## src/rtl/inst_fetch_pkg.sv

```systemverilog
// rtl/inst_fetch_pkg.sv - shared widths, constants and state encoding for instruction fetch
package inst_fetch_pkg;

  localparam int IDWidth          = 32;
  localparam int AddressWidth     = 32;
  localparam logic [IDWidth-1:0] NOP = 32'h0000_0013;
  localparam int ICacheIndexWidth = 6;
  localparam int ICacheEntries    = 1 << ICacheIndexWidth;

  typedef enum logic {
    IF_IDLE = 1'b0,
    IF_MISS = 1'b1
  } if_state_e;

  // Memory requests are always for whole words.
  function automatic logic [AddressWidth-1:0] word_align(input logic [AddressWidth-1:0] addr);
    return {addr[AddressWidth-1:2], 2'b00};
  endfunction

endpackage

```

## src/rtl/inst_fetch_icache.sv

```systemverilog
// rtl/inst_fetch_icache.sv - direct-mapped one-word-per-line instruction cache arrays
module icache
  import inst_fetch_pkg::*;
#(
  parameter int Entries    = ICacheEntries,
  parameter int IndexWidth = ICacheIndexWidth,
  parameter int TagWidth   = AddressWidth - ICacheIndexWidth - 2,
  parameter int DataWidth  = IDWidth
) (
  input  logic                  clk_i,
  input  logic                  rst_i,
  input  logic [IndexWidth-1:0] rd_index_i,
  input  logic [TagWidth-1:0]   rd_tag_i,
  output logic                  hit_o,
  output logic [DataWidth-1:0]  rd_data_o,
  input  logic                  wr_en_i,
  input  logic [IndexWidth-1:0] wr_index_i,
  input  logic [TagWidth-1:0]   wr_tag_i,
  input  logic [DataWidth-1:0]  wr_data_i
);

  logic [Entries-1:0]   valid_q;
  logic [TagWidth-1:0]  tag_q  [Entries];
  logic [DataWidth-1:0] data_q [Entries];

  assign hit_o     = valid_q[rd_index_i] && (tag_q[rd_index_i] == rd_tag_i);
  assign rd_data_o = data_q[rd_index_i];

  // Valid bits are only ever cleared by reset; a refill sets one.
  always_ff @(posedge clk_i or posedge rst_i) begin
    if (rst_i) begin
      valid_q <= '0;
    end else if (wr_en_i) begin
      valid_q[wr_index_i] <= 1'b1;
    end
  end

  // Tag and data storage need no reset because valid gates every hit.
  always_ff @(posedge clk_i) begin
    if (wr_en_i) begin
      tag_q[wr_index_i]  <= wr_tag_i;
      data_q[wr_index_i] <= wr_data_i;
    end
  end

endmodule

```

## src/rtl/inst_fetch.sv

```systemverilog
// rtl/inst_fetch.sv - fetch PC, redirect mux and miss FSM feeding the instruction queue
module inst_fetch
  import inst_fetch_pkg::*;
#(
  parameter int ICacheEntries = inst_fetch_pkg::ICacheEntries,
  parameter int IndexWidth    = ICacheIndexWidth
) (
  input  logic                    clk_in,
  input  logic                    rst_in,
  input  logic                    rdy_in,
  input  logic                    mc_if_rdy_in,
  input  logic [IDWidth-1:0]      mc_if_data_in,
  output logic                    if_mc_en_out,
  output logic [AddressWidth-1:0] if_mc_addr_out,
  input  logic                    instqueue_if_full_in,
  output logic                    if_instqueue_en_out,
  output logic [IDWidth-1:0]      if_instqueue_inst_out,
  output logic [AddressWidth-1:0] if_instqueue_pc_out,
  input  logic                    rob_if_rst_in,
  input  logic [AddressWidth-1:0] rob_if_pc_in,
  input  logic                    bp_if_rst_in,
  input  logic [AddressWidth-1:0] bp_if_pc_in,
  input  logic                    decoder_if_rst_in,
  input  logic [AddressWidth-1:0] decoder_if_pc_in
);

  localparam int TagWidth = AddressWidth - IndexWidth - 2;

  if_state_e               state_q;
  logic [AddressWidth-1:0] pc_q;
  logic                    mc_en_q;
  logic [AddressWidth-1:0] mc_addr_q;
  logic                    push_en_q;
  logic [IDWidth-1:0]      push_inst_q;
  logic [AddressWidth-1:0] push_pc_q;

  logic                    hit;
  logic [IDWidth-1:0]      hit_data;
  logic                    redirect;
  logic [AddressWidth-1:0] redirect_pc;
  logic                    refill_we;

  // The refill always lands at the originally requested address, even after a redirect.
  assign refill_we = rdy_in && (state_q == IF_MISS) && mc_if_rdy_in;

  icache #(
    .Entries   (ICacheEntries),
    .IndexWidth(IndexWidth),
    .TagWidth  (TagWidth),
    .DataWidth (IDWidth)
  ) u_icache (
    .clk_i     (clk_in),
    .rst_i     (rst_in),
    .rd_index_i(pc_q[IndexWidth+1:2]),
    .rd_tag_i  (pc_q[AddressWidth-1:IndexWidth+2]),
    .hit_o     (hit),
    .rd_data_o (hit_data),
    .wr_en_i   (refill_we),
    .wr_index_i(mc_addr_q[IndexWidth+1:2]),
    .wr_tag_i  (mc_addr_q[AddressWidth-1:IndexWidth+2]),
    .wr_data_i (mc_if_data_in)
  );

  // Redirect source select: ROB over branch predictor over decoder.
  always_comb begin
    redirect    = rob_if_rst_in | bp_if_rst_in | decoder_if_rst_in;
    redirect_pc = decoder_if_pc_in;
    if (rob_if_rst_in) begin
      redirect_pc = rob_if_pc_in;
    end else if (bp_if_rst_in) begin
      redirect_pc = bp_if_pc_in;
    end
  end

  // Fetch FSM: PC update, queue push and memory request, all frozen while rdy_in is low.
  always_ff @(posedge clk_in or posedge rst_in) begin
    if (rst_in) begin
      state_q     <= IF_IDLE;
      pc_q        <= '0;
      mc_en_q     <= 1'b0;
      mc_addr_q   <= '0;
      push_en_q   <= 1'b0;
      push_inst_q <= NOP;
      push_pc_q   <= '0;
    end else if (rdy_in) begin
      push_en_q <= 1'b0;
      if (redirect) begin
        pc_q <= redirect_pc;
      end
      case (state_q)
        IF_IDLE: begin
          if (!redirect) begin
            if (hit && !instqueue_if_full_in) begin
              push_en_q   <= 1'b1;
              push_inst_q <= hit_data;
              push_pc_q   <= pc_q;
              pc_q        <= pc_q + AddressWidth'(4);
            end else if (!hit) begin
              mc_en_q   <= 1'b1;
              mc_addr_q <= word_align(pc_q);
              state_q   <= IF_MISS;
            end
          end
        end
        IF_MISS: begin
          if (mc_if_rdy_in) begin
            mc_en_q <= 1'b0;
            state_q <= IF_IDLE;
          end
        end
        default: state_q <= IF_IDLE;
      endcase
    end
  end

  assign if_mc_en_out          = mc_en_q;
  assign if_mc_addr_out        = mc_addr_q;
  assign if_instqueue_en_out   = push_en_q;
  assign if_instqueue_inst_out = push_inst_q;
  assign if_instqueue_pc_out   = push_pc_q;

endmodule
```

## config.mk

```make
export PLATFORM = sky130hd
export DESIGN_NAME = inst_fetch
export DESIGN_NICKNAME = d
export VERILOG_FILES = /design/src/rtl/inst_fetch_pkg.sv /design/src/rtl/inst_fetch_icache.sv /design/src/rtl/inst_fetch.sv
export SDC_FILE = /design/constraint.sdc
export NUM_CORES = 2
export LEC_CHECK = 0
export CAP_MARGIN = 20
export CELL_PAD_IN_SITES_DETAIL_PLACEMENT = 1
export CELL_PAD_IN_SITES_GLOBAL_PLACEMENT = 1
export CORE_ASPECT_RATIO = 1.1
export CORE_MARGIN = 2
export CORE_UTILIZATION = 43
export DETAILED_ROUTE_END_ITERATION = 16
export PLACE_DENSITY = 0.68
export REMOVE_ABC_BUFFERS = 1
export SETUP_SLACK_MARGIN = 0.1
export SLEW_MARGIN = 10
export SYNTH_ARGS = -nofsm -noshare
export SYNTH_HDL_FRONTEND = slang
export SYNTH_SLANG_ARGS = --single-unit
```

## constraint.sdc

```tcl
create_clock -name clk_in -period 6.8 [get_ports clk_in]
set_input_delay 1.7 -clock clk_in [delete_from_list [all_inputs] [get_ports clk_in]]
set_output_delay 1.7 -clock clk_in [all_outputs]
set_load 0.02 [all_outputs]
```

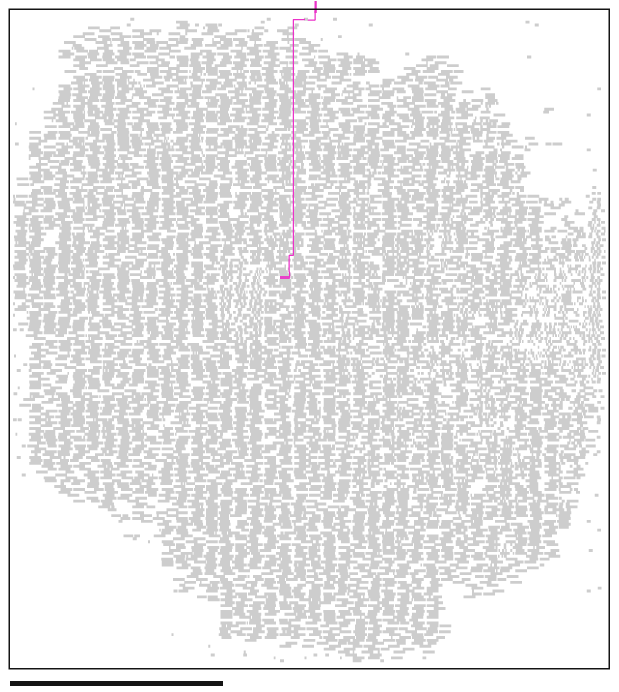
Fig. 1. Port wiring.
Bar = 200 um.
legend:
  `if_mc_en_out`:
    color: magenta
    bits: 1
    direction: output
    edge: top
    end_cells: 1
    buffers: 1
    wire: 273 um
Ports: 234
Port Buf Inserts: 231

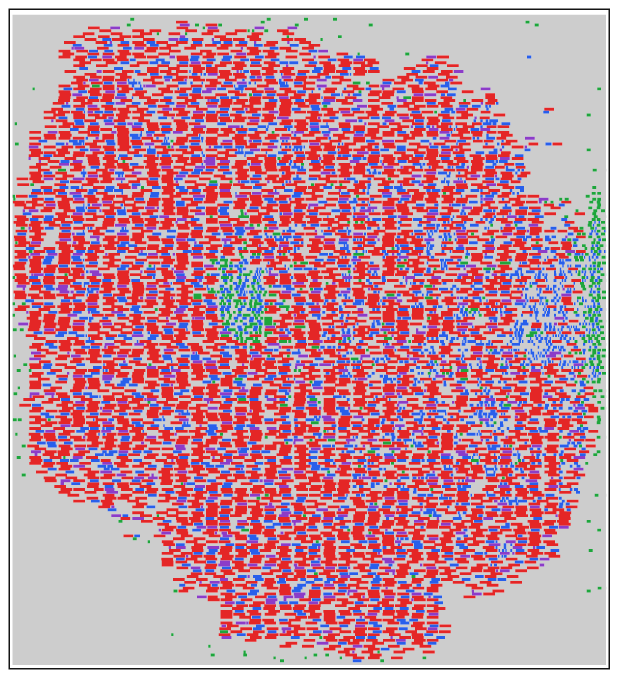
Fig. 2. Cells colored by class.
Fill, decap, tap and diode cells in gray.
legend:
  all other logic:
    color: blue
    cells: 2415
  clock drivers and dummy loads:
    color: purple
    cells: 701
  other buffers and delay cells:
    color: green
    cells: 524
  flip-flops:
    color: red
    cells: 3777
Util after Layout: 0.4989
Final Cell Area: 169100 um2
row cnt: 224
flop share of the area: 0.6655

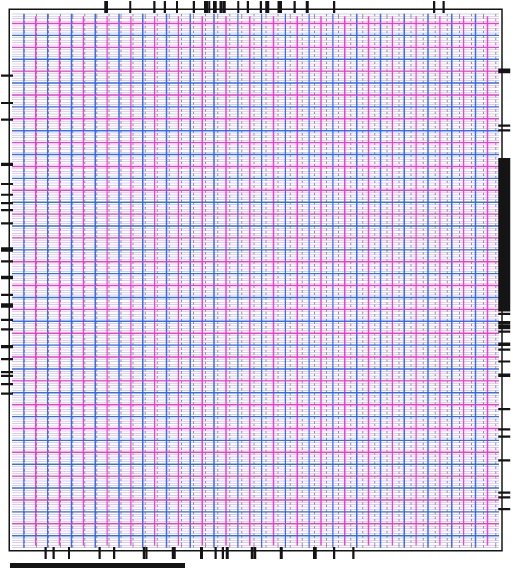
Fig. 3. Power grid.
Bar = 200 um. Pins as bars on the die edge. Tap cells in gray.
legend:
  VDD:
    color: magenta
  VSS:
    color: blue
met5 straps: 44
signal pins: 234
met4 straps: 40
tap cells: 4520
rows: 224
die width: 560.9 um
core area: 338800 um2
maximum VDD drop: 0.0002575 V
Die H: 616.5 um

==> results.cfg <==
; yosys + openroad results
[run_status]
run_status = completed

[detailed_routing]
dr_total_vias = 75390
ant_nets = 0
vias_per_cell = 6.314
remaining_drc_errors = 0
drtIter0Drc = 10200
avgRoutedWirePerCell_um = 37.74
dr.pass1.iters = 6

[cells_and_area]
area_growth_pct = 15.26
drive_gt1_frac = 0.2926
nets = 7233
finalNonFillerCells = 11940

[timing]
hold_viol = 0
fmax_mhz = 161.0
fin_crit_sh = 0.9132
setup_violations = 0
setup_ws_ns = 0.5900
fin_setup_tns_ns = 0
finClkSkew_ns = 0.07321
min_period_ns = 6.210
rsz0062_at_grt = no
slew_headroom = 0.1724

[clock_network]
cts_resized = 0
cts_setup_buffers = 0
cts_max_path_buffers = 4
cts_tree = done
clkTransAtPathRegs_ns = 0.06
clk_latency_ns = 0.97
h-tree-depth = 5
root_buffer = clkbuf_16

[logic_synthesis]
postSynth.asyncResetShare = 0.05110
synthXorXnorAreaFrac = 0.001194
flop_cell = edfxtp_1
avgSynthCellArea_um2 = 22.36
topCellsByArea = edfxtp_1 (73%), mux4_2 (15%), dfrtp_1 (3.2%)
synth_warnings = 0
synth_adder_area_share = 0.00008530
synth-edff-count = 3584
synthTopLogicFamily = multiplexers
yosys-stat-cells = 6561
ys_seq_elements = 3777
ys_top_cells_by_count = edfxtp_1 (3584), mux4_2 (982), nand2_1 (246), mux2i_1 (206), dfrtp_1 (190)
yosys_area_um2 = 146700
synthCells = 6561
yosysSeqAreaShare = 0.7667
top_cell_area_share = 0.7338
synth.distinct_cells = 96
aoi_share = 0.01897
syn_area_um2 = 146700

[hold_path]
hold_depth = 1
holdCritStartpoint = u_icache.valid_q[18]
whs_endpoint = u_icache.valid_q[18]
hp-class = reg -> reg

[setup_path]
path_class = reg -> reg
arrival_ns = 7.05
startpoint_type = register
reg2reg_from = pc_q[3]
crit_fanout = 47
crit_chain = buf_12 > buf_4 > mux4_2 > nor2b_1 > o221ai_1 > a222oi_1 > buf_4 > xor2_1 > o2111ai_1 > nor4_4 > nand4_4 > nor2_8 > buf_12 > mux2_2
crit_required_ns = 7.64
r2r-end = if_instqueue_inst_out[13]
cp_slowest_cell = dfrtp_4
ff2ff_setup_slack_ns = 0.59
worstRegToRegCells = 14
endpoint_kind = register

[power]
power_density_nw_per_um2 = 322.7
power_mw = 54.55
p_leak_nw = 54.06

[placement]
dpl.cell_count = 11230
place_congestion = 0.8329
dpl_worst_slack_ns = 0.7185
place_hpwl_um = 247000

[global_routing]
grt_first_pass_wirelength_um = 626900
grt_overflow = 0
grt_pass1_vias = 77900
grt_usage = 0.2585
grt_max_degree = 98

[die]
fp-utilization = 0.4329
die_area_um2 = 345800

[flow_run]
warnings = 26
cap_viol_max_count = 0
layout by cell type (no fill, tap or decap), types with 49 or more instances in the layout:
cell type / count
edfxtp_1: 3584
mux4_2: 982
clkbuf_16: 384
nand2_1: 245
buf_4: 230
mux2i_1: 206
clkdlybuf4s50_1: 199
dfrtp_1: 160
a22oi_1: 105
clkbuf_1: 81
or2_2: 68
nand3_1: 67
clkinv_2: 66
nor2_4: 64
mux2_4: 60
buf_12: 58
o21ai_0: 56
bufinv_16: 54
nor2_1: 53
clkinv_1: 49
cell families after synthesis:
| logic type | Yosys count |
|---|---|
| flip-flops | 3777 |
| multiplexers | 1309 |
| AND/OR/NAND/NOR | 686 |
| AND-OR/OR-AND | 385 |
| buffers and inverters | 382 |
| XOR/XNOR | 20 |
| adder cells (fa/ha/maj) | 1 |
| other | 1 |
final cells by class:
| class | count | area [um2] |
|---|---|---|
| multi-input combinational | 2403 | 32730 |
| inverter | 12 | 67.56 |
| timing repair buffer | 524 | 5177 |
| tap | 4520 | 5655 |
| sequential | 3777 | 112500 |
| clock inverter | 215 | 2705 |
| clock buffer | 486 | 10200 |
| antenna | 3 | 7.507 |
| fill | 29710 | 169800 |
per-stage QoR:
stage | cell area [um2] | util
finish | 169100 | 0.4989
global route | 169100 | 0.4989
CTS | 168900 | 0.4984
detailed placement | 156000 | 0.4603
global placement | 155900 | 0.4601
floorplan | 144700 | -
sequential cells by signal, summed over array words and instances, names as in the netlist:
register               flops
u_icache.tag_q          1536
pc_q                      32
if_mc_en_out               1
if_mc_addr_out            30
u_icache.valid_q          64
u_icache.data_q         2048
state_q                    1
if_instqueue_en_out        1
if_instqueue_inst_out     32
if_instqueue_pc_out       32
worst max-delay path, delay by kind of cell (launching register included):
| kind | cells | cell delay, ns |
|---|---|---|
| XOR/XNOR | 1 | 0.17 |
| AND-OR/OR-AND | 3 | 0.98 |
| buffers and inverters | 4 | 1.52 |
| flip-flops | 1 | 0.94 |
| AND/OR/NAND/NOR | 4 | 1.27 |
| multiplexers | 2 | 0.83 |
how the worst max path moves through the flow:
stage / from / endpoint / cells after the start
5_1_grt: pc_q[3] / pc_q[27] / 13
2_1_floorplan: pc_q[2] / if_instqueue_pc_out[2] / 10
4_1_cts: pc_q[3] / if_instqueue_inst_out[13] / 14
6_report: pc_q[3] / if_instqueue_inst_out[13] / 14
3_3_place_gp: pc_q[3] / if_instqueue_inst_out[13] / 14
3_5_place_dp: pc_q[3] / if_instqueue_inst_out[13] / 14
per-layer routing:
| layer | wire length [um] | GRT usage | vias up |
|---|---|---|---|
| met2 | 215700 | 0.4149 | 4391 |
| li1 | - | - | 28800 |
| met1 | 174300 | 0.3536 | 41350 |
| met4 | 17180 | 0.08654 | 6 |
| met3 | 43400 | 0.05370 | 843 |
| met5 | 40 | 0 | - |
report_power, final:
group	leakage (nW)	total (mW)	internal, mW	switching (mW)
clock	6.28	21.8	12.7	9.06
sequential	34.9	26.6	26.3	0.347
combinational	12.9	6.14	2.41	3.74
No activity file was given, so power comes from the tool's default toggle rates.
